--- src/rtl/alu_pkg.sv ---
// Shared types for the pipelined ALU: opcode encoding, flag layout and control states.
package alu_pkg;

  typedef enum logic [2:0] {
    OP_ADD = 3'b000,
    OP_SUB = 3'b001,
    OP_AND = 3'b010,
    OP_OR  = 3'b011,
    OP_XOR = 3'b100,
    OP_SHL = 3'b101,
    OP_SHR = 3'b110,
    OP_MUL = 3'b111
  } alu_op_e;

  typedef struct packed {
    logic n;
    logic v;
    logic c;
    logic z;
  } alu_flags_t;

  typedef enum logic [1:0] {
    S_IDLE,
    S_MUL,
    S_HOLD
  } alu_state_e;

endpackage

--- src/rtl/alu_mul_seq.sv ---
// Unsigned shift-add multiplier: WIDTH steps per product, product held stable until next start.
module alu_mul_seq #(
  parameter int unsigned WIDTH = 8
) (
  input  logic                 clk,
  input  logic                 rst,
  input  logic                 start_i,
  input  logic [WIDTH-1:0]     a_i,
  input  logic [WIDTH-1:0]     b_i,
  output logic                 busy_o,
  output logic                 done_o,
  output logic [2*WIDTH-1:0]   product_o
);

  localparam int unsigned CW = $clog2(WIDTH + 1);

  logic [2*WIDTH-1:0] acc_q, acc_d;
  logic [2*WIDTH-1:0] mcand_q, mcand_d;
  logic [WIDTH-1:0]   mplier_q, mplier_d;
  logic [CW-1:0]      cnt_q, cnt_d;
  logic               busy_q, busy_d;

  assign done_o    = busy_q && (cnt_q == CW'(WIDTH));
  assign busy_o    = busy_q;
  assign product_o = acc_q;

  // The first partial product is folded into the start cycle so the
  // product is final WIDTH-1 edges after start.
  always_comb begin
    acc_d    = acc_q;
    mcand_d  = mcand_q;
    mplier_d = mplier_q;
    cnt_d    = cnt_q;
    busy_d   = busy_q;
    if (start_i) begin
      acc_d    = b_i[0] ? {{WIDTH{1'b0}}, a_i} : '0;
      mcand_d  = {{(WIDTH-1){1'b0}}, a_i, 1'b0};
      mplier_d = b_i >> 1;
      cnt_d    = CW'(1);
      busy_d   = 1'b1;
    end else if (done_o) begin
      busy_d = 1'b0;
    end else if (busy_q) begin
      if (mplier_q[0]) acc_d = acc_q + mcand_q;
      mcand_d  = mcand_q << 1;
      mplier_d = mplier_q >> 1;
      cnt_d    = cnt_q + 1'b1;
    end
  end

  always_ff @(posedge clk) begin
    if (rst) begin
      acc_q    <= '0;
      mcand_q  <= '0;
      mplier_q <= '0;
      cnt_q    <= '0;
      busy_q   <= 1'b0;
    end else begin
      acc_q    <= acc_d;
      mcand_q  <= mcand_d;
      mplier_q <= mplier_d;
      cnt_q    <= cnt_d;
      busy_q   <= busy_d;
    end
  end

endmodule

--- src/rtl/alu_pipe.sv ---
// Registered WIDTH-bit ALU with valid/ready on both sides; MUL runs on the sequential multiplier.
module alu_pipe
  import alu_pkg::*;
#(
  parameter int unsigned WIDTH = 8
) (
  input  logic             clk,
  input  logic             rst,
  input  logic             in_valid,
  output logic             in_ready,
  input  logic [WIDTH-1:0] a,
  input  logic [WIDTH-1:0] b,
  input  logic [2:0]       opcode,
  output logic             out_valid,
  input  logic             out_ready,
  output logic [WIDTH-1:0] result,
  output alu_flags_t       flags
);

  localparam int unsigned SW = (WIDTH > 2) ? $clog2(WIDTH) : 1;

  alu_state_e          state_q;
  logic                out_valid_q;
  logic [WIDTH-1:0]    result_q;
  alu_flags_t          flags_q;

  alu_op_e             op;
  logic                slot_free, accept, beat, mul_start, mul_busy, mul_done;
  logic [2*WIDTH-1:0]  mul_prod;
  logic [WIDTH:0]      wide;
  logic [WIDTH-1:0]    alu_res;
  alu_flags_t          alu_flg, mul_flg;
  logic [SW-1:0]       amt;

  assign op        = alu_op_e'(opcode);
  assign amt       = b[SW-1:0];
  assign slot_free = !out_valid_q || out_ready;
  assign in_ready  = (state_q == S_IDLE) && !mul_busy && slot_free;
  assign accept    = in_valid && in_ready;
  assign beat      = out_valid_q && out_ready;
  assign mul_start = accept && (op == OP_MUL);

  alu_mul_seq #(.WIDTH(WIDTH)) u_mul (
    .clk       (clk),
    .rst       (rst),
    .start_i   (mul_start),
    .a_i       (a),
    .b_i       (b),
    .busy_o    (mul_busy),
    .done_o    (mul_done),
    .product_o (mul_prod)
  );

  // Shifts run one bit wider so the last bit shifted out lands in the spare bit.
  always_comb begin
    wide    = '0;
    alu_res = '0;
    alu_flg = '0;
    case (op)
      OP_ADD: begin
        wide      = {1'b0, a} + {1'b0, b};
        alu_res   = wide[WIDTH-1:0];
        alu_flg.c = wide[WIDTH];
        alu_flg.v = (a[WIDTH-1] == b[WIDTH-1]) && (alu_res[WIDTH-1] != a[WIDTH-1]);
      end
      OP_SUB: begin
        wide      = {1'b0, a} - {1'b0, b};
        alu_res   = wide[WIDTH-1:0];
        alu_flg.c = !wide[WIDTH];
        alu_flg.v = (a[WIDTH-1] != b[WIDTH-1]) && (alu_res[WIDTH-1] != a[WIDTH-1]);
      end
      OP_AND: alu_res = a & b;
      OP_OR:  alu_res = a | b;
      OP_XOR: alu_res = a ^ b;
      OP_SHL: begin
        wide      = {1'b0, a} << amt;
        alu_res   = wide[WIDTH-1:0];
        alu_flg.c = wide[WIDTH];
      end
      OP_SHR: begin
        wide      = {a, 1'b0} >> amt;
        alu_res   = wide[WIDTH:1];
        alu_flg.c = wide[0];
      end
      default: ;
    endcase
    alu_flg.n = alu_res[WIDTH-1];
    alu_flg.z = (alu_res == '0);
  end

  always_comb begin
    mul_flg   = '0;
    mul_flg.n = mul_prod[WIDTH-1];
    mul_flg.v = |mul_prod[2*WIDTH-1:WIDTH];
    mul_flg.z = (mul_prod[WIDTH-1:0] == '0);
  end

  always_ff @(posedge clk) begin
    if (rst) begin
      state_q     <= S_IDLE;
      out_valid_q <= 1'b0;
      result_q    <= '0;
      flags_q     <= '0;
    end else begin
      if (beat) out_valid_q <= 1'b0;
      case (state_q)
        S_IDLE: begin
          if (accept) begin
            if (op == OP_MUL) begin
              state_q <= S_MUL;
            end else begin
              result_q    <= alu_res;
              flags_q     <= alu_flg;
              out_valid_q <= 1'b1;
            end
          end
        end
        S_MUL: begin
          if (mul_done) begin
            if (slot_free) begin
              result_q    <= mul_prod[WIDTH-1:0];
              flags_q     <= mul_flg;
              out_valid_q <= 1'b1;
              state_q     <= S_IDLE;
            end else begin
              state_q <= S_HOLD;
            end
          end
        end
        S_HOLD: begin
          if (beat) begin
            result_q    <= mul_prod[WIDTH-1:0];
            flags_q     <= mul_flg;
            out_valid_q <= 1'b1;
            state_q     <= S_IDLE;
          end
        end
        default: state_q <= S_IDLE;
      endcase
    end
  end

  assign out_valid = out_valid_q;
  assign result    = result_q;
  assign flags     = flags_q;

endmodule
--- config.mk ---
export PLATFORM = sky130hd
export DESIGN_NAME = alu_pipe
export DESIGN_NICKNAME = d
export VERILOG_FILES = /design/src/rtl/alu_pkg.sv /design/src/rtl/alu_mul_seq.sv /design/src/rtl/alu_pipe.sv
export SDC_FILE = /design/constraint.sdc
export NUM_CORES = 1
export LEC_CHECK = 0
export CAP_MARGIN = 20
export CORE_AREA = 2 2 124 126
export CTS_CLUSTER_DIAMETER = 100
export CTS_CLUSTER_SIZE = 30
export DETAILED_ROUTE_END_ITERATION = 8
export DIE_AREA = 0 0 126 128
export PLACE_DENSITY_LB_ADDON = 0.15
export SKIP_LAST_GASP = 1
export SLEW_MARGIN = 20
export SYNTH_ARGS = -nofsm -noshare
export SYNTH_HDL_FRONTEND = slang
export SYNTH_SLANG_ARGS = --single-unit
--- constraint.sdc ---
create_clock -name clk -period 3.55 [get_ports clk]
set_input_delay 0.5325 -clock clk [delete_from_list [all_inputs] [get_ports clk]]
set_output_delay 0.5325 -clock clk [all_outputs]
set_load 0.05 [all_outputs]
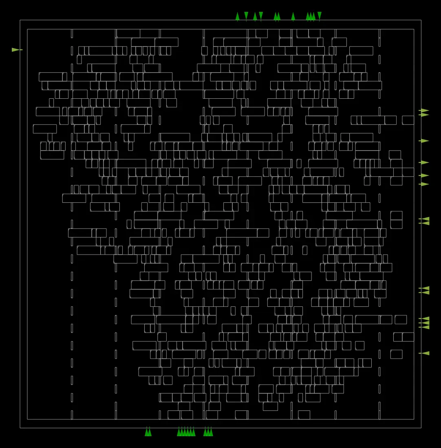
Fig. 1. Placement view.
# fillers: 1555
# rows: 45
core area: 14900 sq um

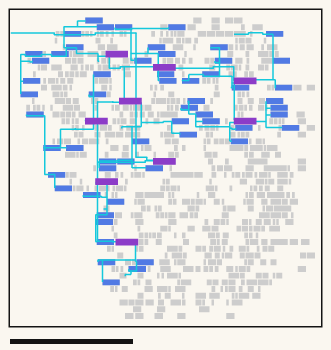
Fig. 2. Clock distribution.
The bar under the picture is 50 um long.
- purple: clock drivers (count 9)
- cyan: clock wires (length 932 um)
- blue: flip-flops (count 57)
- routed clock nets: 10

==> changes_impl.md <==
### Physical design

* H-tree levels at 3
* Vias at roughly 4800
* Outcome: completed
* Die height at 128 um
* Clock Buffer Count at 11
* Hold Path Sink: result[4]$_SDFFE_PP0P_
* Largest register FFs at 16
* Die W at between 100 and 150 um
* Remaining DRCs at 0
* Net Switching at around 600 uW
* Adder Area Share at 0.130
* Leakage at approximately 2.2 nW
* Crit-path slowest cell: mux4_1
* Drt first pass iters at 7
* Comb power at approximately 480 uW
* Fin. Hold Viols at 0
* Setup ws final at roughly 0.58 ns
* Crit path time final at just under 3 ns
* CP Launch Point: b[0]
* Crit path DAT at 3.22 ns
* Required @ worst endpoint at 3.80 ns
* Post-detail-place hpwl at about 11000 um
* Commonest Layout Cell: nand2_1
* Cell Type Count at around 66
* Post-Synthesis Cells at roughly 640
* Clock buffer depth at 2
* CTS sink cnt at between 50 and 60
* Non-Filler Instances at approximately 870
* Met3 wire length at roughly 710 um
* Hold buffer count at CTS at 0
* Post-CTS Resized at 0
* Initial core utilization at 0.323
* Comb area share at 0.585
* Cell type with the largest total area: dfxtp_1
* RSZ-0062 raised after global routing: no
* Max Used Layer: met4
* M1 wire length at around 7000 um
* Clk latency late pin at 0.33 ns
* Syn_nets at 708
* Clock power frac at 0.406
* N_taps at between 150 and 200
* Total Power at roughly 1.9 mW
* Ys flops at 57
* Tightest Pin Transition at a little under 0.9 ns
* Bufs w/o clock at around 63
* Int Pwr at around 1.3 mW
* Post-synth seq share at 0.237
* Hold WC Path Type: reg -> reg
* Initial antenna violation count at 0
* Area grow syn2layout at 18.9%
* Clock buffer count from CTS at 9
* Share of synthesized registers carrying an async set or reset at 0
* Tool warnings at around 47
* Ys flop type: dfxtp_1
* Vias per cell at between 5 and 6
* Fin util at 0.385
* FF-to-FF setup slack at 0.89 ns
* Clock skew at 0.0109 ns
* Max Cap Violations at 0
* Antenna diodes at 0
* CP Capture Point: flags[0]$_SDFFE_PP0P_
* Port buffer count at 36
* Fin area at between 5000 and 6000 sq um
* Setup_tns at 0 ns
* Worst hold slack at approximately 0.45 ns
* Tot GR Track Use at 0.188
* Count of final setup violators at 0
* Seq_cells at ~57
* R2R cell count at 11
* Signal buf overhead at 0.0998
* Main logic family after synthesis: AND-OR/OR-AND gates
* DRT Wirelength at 15000 um
* Syn Std Cell Area at between 4000 and 5000 sq um
* Fin. max-slew vios at 0
* CTS tree: done
* Combinational Power Share at 0.246
* Sw Share at 0.315
* Aoi share at 0.280
* # nets final at ~740
* Average size of a mapped cell at between 7 and 8 sq um
* Placed cell count at between 800 and 900
* XOR/XNOR Fraction of Synth Area at 0.0273
* WL met2 at 6880 um
* Power density over cell area at roughly 340 nW/um^2
* Cycle use final at 0.837
* Synth warn at 0
* Worst slew margin at 0.403
* Final-layout clock-cell area share at 0.0479
* Post-synthesis mux area share at 0.0474
* Peak fanout along the critical path at 23
* Top Layout Cells: nand2_1 (87), a21oi_1 (70), dfxtp_1 (57), nor2_1 (53), ha_1 (45)
* Clock-pin slew on the worst setup and hold paths at around 0.05 ns
* Area-dominant class: logic gates
* Place WS at 0.244 ns
* Number of multi-input logic gates at roughly 500
* Root buf cell: clkbuf_16
* Wire length per cell at 17.4 um
* Fmax at approximately 0.34 GHz
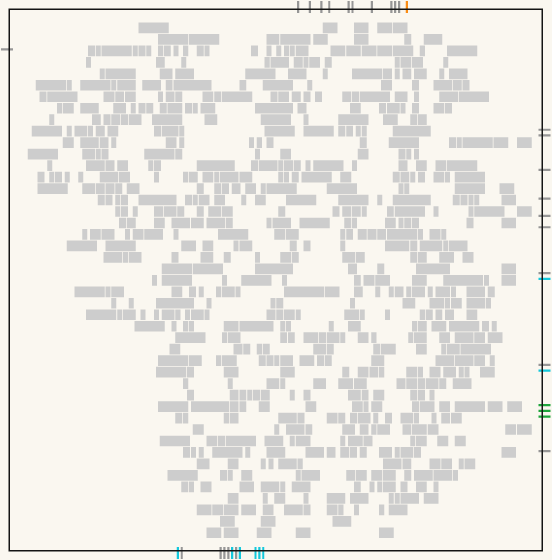
Fig. 3. I/O pins on the die edge.
Pins as bars across the die edge, other pins in grey.
- green: opcode (pins 3; direction input; edge right)
- cyan: a (pins 8; direction input; edge 6 bottom, 2 right)
- orange: rst (pins 1; direction input; edge top)

-- cells in the mapped netlist (all sizes together) (5+ instances only) --
cell	count
a21o	5
a21oi	70
a221oi	7
a22oi	17
a311oi	8
a31oi	6
buf	10
clkbuf	29
dfxtp	57
ha	45
inv	40
mux2i	13
nand2	87
nand2b	6
nand3	16
nor2	53
nor2b	13
nor3	10
o211ai	11
o21ai	26
o21bai	5
o221ai	5
o22ai	8
or3	6
xnor2	11
-- worst max-delay path: cells and delay by family --
family                 cells  cell delay (ns)
and+or+nand+nor            2             0.27
AOI/OAI and AO/OA          3             0.89
muxes                      1             0.69
buffers and inverters      2             0.84
-- layer usage --
layer  track usage  vias to the layer above
met5             0                        -
met4        0.0730                        0
met3        0.0330                       27
met2         0.304                      133
met1         0.249                     2221
li1              -                     2385
Power and IR drop assume default switching activity.
